Signal wires on met3:
(4 px per um) Cells faint in the background.
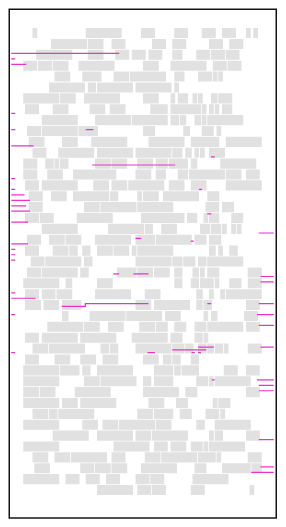
Ports around the boundary:
(4 px per um) Pins as bars across the die edge, other pins in grey.
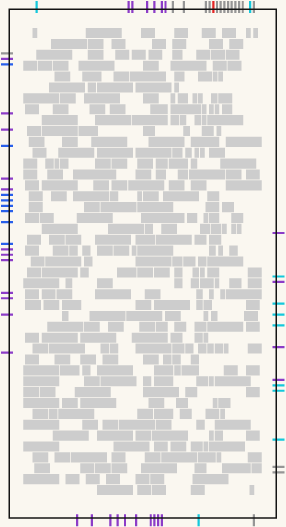
Metal 4:
(4 px per um) Supply wires on this layer in grey. Cells faint in the background.
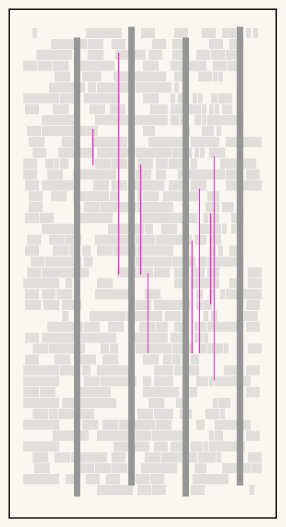
Cells coloured by class:
(6 px per um)
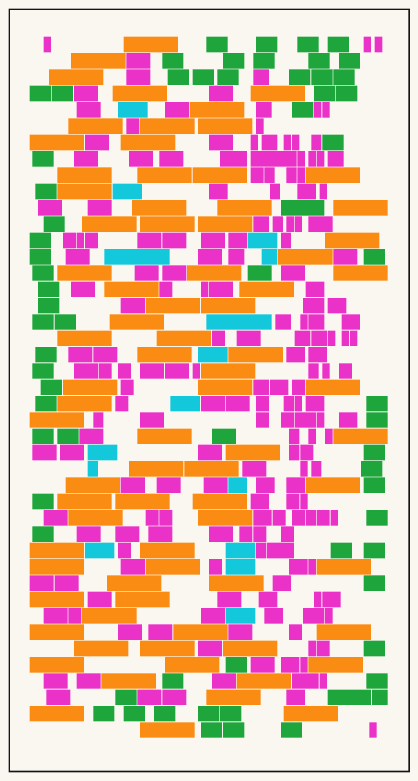
Clock routing:
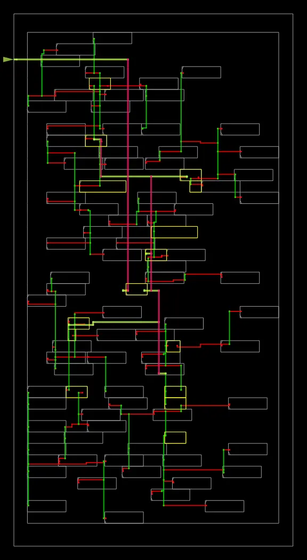
## config.mk

```make
export PLATFORM = sky130hd
export DESIGN_NAME = program_loader
export DESIGN_NICKNAME = d
export VERILOG_FILES = /design/src/rtl/program_loader.sv
export SDC_FILE = /design/constraint.sdc
export NUM_CORES = 1
export LEC_CHECK = 0
export CAP_MARGIN = 15
export CORE_ASPECT_RATIO = 2
export CORE_MARGIN = 3
export CORE_UTILIZATION = 50
export CTS_BUF_LIST = sky130_fd_sc_hd__clkbuf_8
export CTS_CLUSTER_DIAMETER = 80
export DETAILED_ROUTE_END_ITERATION = 7
export GPL_ROUTABILITY_DRIVEN = 0
export GPL_TIMING_DRIVEN = 0
export HOLD_SLACK_MARGIN = 0.12
export MAX_ROUTING_LAYER = met4
export PLACE_DENSITY_LB_ADDON = 0.05
export REMOVE_ABC_BUFFERS = 1
export SKIP_LAST_GASP = 1
export SLEW_MARGIN = 10
export SYNTH_ARGS = -nofsm -noshare
export SYNTH_HDL_FRONTEND = slang
export SYNTH_SLANG_ARGS = --single-unit
```

## constraint.sdc

```tcl
create_clock -name clk -period 3.1 [get_ports clk]
set_input_delay 0.62 -clock clk [delete_from_list [all_inputs] [get_ports clk]]
set_output_delay 0.62 -clock clk [all_outputs]
set_load 0.03 [all_outputs]
```

## src/rtl/program_loader.sv

```systemverilog
// Boot loader: receives a length-prefixed little-endian program image over a byte
// stream, writes it word by word into instruction ROM, then acknowledges and releases the CPU.
module program_loader #(
    parameter int         ROM_ADDRESS_BITWIDTH = 10,
    parameter logic [7:0] ACK_OK               = 8'hAA,
    parameter logic [7:0] ACK_ERR              = 8'hEE
) (
    input  logic                            clk,
    input  logic                            reset_n,
    input  logic [7:0]                      rx_data,
    input  logic                            rx_valid,
    output logic                            rx_ready,
    output logic [7:0]                      tx_data,
    output logic                            tx_valid,
    input  logic                            tx_ready,
    output logic                            rom_wren,
    output logic [ROM_ADDRESS_BITWIDTH-1:0] rom_write_address,
    output logic [31:0]                     rom_write_data,
    output logic                            cpu_reset_n,
    output logic                            load_done,
    output logic                            load_error
);

    localparam int          INDEX_BITS = ROM_ADDRESS_BITWIDTH - 1;
    localparam logic [31:0] CAPACITY   = 32'd1 << (ROM_ADDRESS_BITWIDTH - 2);

    typedef enum logic [2:0] {
        RECV_COUNT,
        RECV_WORD,
        WRITE,
        DONE,
        RUN,
        ERROR
    } state_t;

    state_t                  state;
    state_t                  next_state;
    logic [1:0]              byte_cnt;
    logic [31:0]             shift_word;
    logic [31:0]             word_count;
    logic [INDEX_BITS-1:0]   word_index;
    logic                    err_ack_sent;
    logic [31:0]             assembled;
    logic [31:0]             next_index;
    logic                    rx_fire;
    logic                    last_byte;

    // Bytes shift in from the top so the first byte lands in bits [7:0] after four transfers.
    assign assembled  = {rx_data, shift_word[31:8]};
    assign rx_ready   = (state == RECV_COUNT) || (state == RECV_WORD);
    assign rx_fire    = rx_valid & rx_ready;
    assign last_byte  = rx_fire && (byte_cnt == 2'd3);
    assign next_index = 32'(word_index) + 32'd1;

    assign rom_wren          = (state == WRITE);
    assign rom_write_address = {word_index[INDEX_BITS-2:0], 2'b00};
    assign rom_write_data    = shift_word;
    assign cpu_reset_n       = (state == RUN);
    assign load_done         = (state == RUN);
    assign load_error        = (state == ERROR);
    assign tx_valid          = (state == DONE) || ((state == ERROR) && !err_ack_sent);
    assign tx_data           = (state == DONE) ? ACK_OK :
                               ((state == ERROR) && !err_ack_sent) ? ACK_ERR : 8'h00;

    always_ff @(posedge clk or negedge reset_n) begin
        if (!reset_n) begin
            state <= RECV_COUNT;
        end else begin
            state <= next_state;
        end
    end

    always_ff @(posedge clk or negedge reset_n) begin
        if (!reset_n) begin
            byte_cnt     <= 2'd0;
            shift_word   <= 32'd0;
            word_count   <= 32'd0;
            word_index   <= '0;
            err_ack_sent <= 1'b0;
        end else begin
            if (rx_fire) begin
                byte_cnt   <= byte_cnt + 2'd1;
                shift_word <= assembled;
            end
            if ((state == RECV_COUNT) && last_byte) begin
                word_count <= assembled;
            end
            if (state == WRITE) begin
                word_index <= word_index + INDEX_BITS'(1);
            end
            if ((state == ERROR) && tx_valid && tx_ready) begin
                err_ack_sent <= 1'b1;
            end
        end
    end

    // The count check is done at the full 32-bit width so huge counts never alias.
    always_comb begin
        next_state = state;
        case (state)
            RECV_COUNT: begin
                if (last_byte) begin
                    if (assembled == 32'd0) begin
                        next_state = DONE;
                    end else if (assembled > CAPACITY) begin
                        next_state = ERROR;
                    end else begin
                        next_state = RECV_WORD;
                    end
                end
            end
            RECV_WORD: begin
                if (last_byte) begin
                    next_state = WRITE;
                end
            end
            WRITE: begin
                next_state = (next_index == word_count) ? DONE : RECV_WORD;
            end
            DONE: begin
                if (tx_ready) begin
                    next_state = RUN;
                end
            end
            RUN:     next_state = RUN;
            ERROR:   next_state = ERROR;
            default: next_state = RECV_COUNT;
        endcase
    end

endmodule

```

==> job_summary.md <==
### Metrics collected by this job

| Metric | Value |
|---|---|
| Combinational gate area | `1490 um2` |
| Adder-cell area share of the yosys netlist | `0.686%` |
| Kind of end point of the critical path | `output pin` |
| Min Tclk post-route | `2.71 ns` |
| Number of enable flip-flop cells | `0` |
| Post-CTS Resized | `0` |
| Tap cells | `90` |
| CP endpoint | `tx_data[5]` |
| Placed inst area | `4290 um2` |
| Wire length on met2 | `4.19 mm` |
| Worst slew margin | `45.8%` |
| Largest net degree at the start of global routing | `42` |
| Fillers | `574` |
| CP Buf/Inv Count | `1` |
| Worst VDD drop | `0.646 mV` |
| Multi-input comb cells | `184` |
| Pre-Place Util | `52.2%` |
| Synth area leaders | `dfrtp_1 (54%), mux2_1 (18%), buf_4 (3.5%), mux2_2 (2.5%), nor4_1 (2.4%)` |
| Status | `complete, no violations` |
| Clock Power Share | `18.3%` |
| Leakage power | `1.88 nW` |
| Worst-Margin Slew | `0.806 ns` |
| Yosys Chip Area | `3650 um2` |
| Largest cell class | `flip-flops and latches` |
-- 'signal wires on met3' (at the start) --
main direction: horizontal
longest straight run: 26.7 um
share of all routed wire: 2.4%
wire length on this layer: 184 um
nets with wire on the layer: 41
Total Wirelength: 7.56 mm
vias: 2419
met3 usage: 2.66%

-- 'ports around the boundary' (at the start) --
legend:
  `rom_write_address`:
    colour: cyan
    pins: 10
    direction: output
    edge: 7 right, 2 top, 1 bottom
  `load_done`:
    colour: red
    pins: 1
    direction: output
    edge: top
  `rx_data`:
    colour: blue
    pins: 8
    direction: input
    edge: left
  `rom_write_data`:
    colour: purple
    pins: 32
    direction: output
    edge: 12 left, 10 bottom, 6 top, 4 right
all pins by edge: 22 top, 21 left, 13 right, 12 bottom
Die Y: 127 um
width of the die: 66.4 um
IO Port Bufs: 63

-- 'metal 4' (at the start) --
longest straight run: 55.8 um
nets with wire on the layer: 6
share of all routed wire: 3.4%
wire length on this layer: 258 um
main direction: vertical

-- 'cells coloured by class' (at the start) --
legend:
  clock drivers and dummy loads:
    colour: cyan
    cells: 15
    share_of_their_area: 5.0%
  combinational and other logic:
    colour: magenta
    cells: 188
    share_of_their_area: 34%
  remaining buffers and delay cells:
    colour: green
    cells: 67
    share_of_their_area: 16%
  sequential cells:
    colour: orange
    cells: 79
    share_of_their_area: 45%
Seq area share: 43.9%
Final Util: 64.4%
row cnt: 43

-- 'clock routing' (at the start) --
CTS Buf Count: 9
Seq cells: 79
clk sinks: 79
Setup Skew: 0.00803 ns

Power figures rest on the tool's default switching activity, not on a simulated workload.
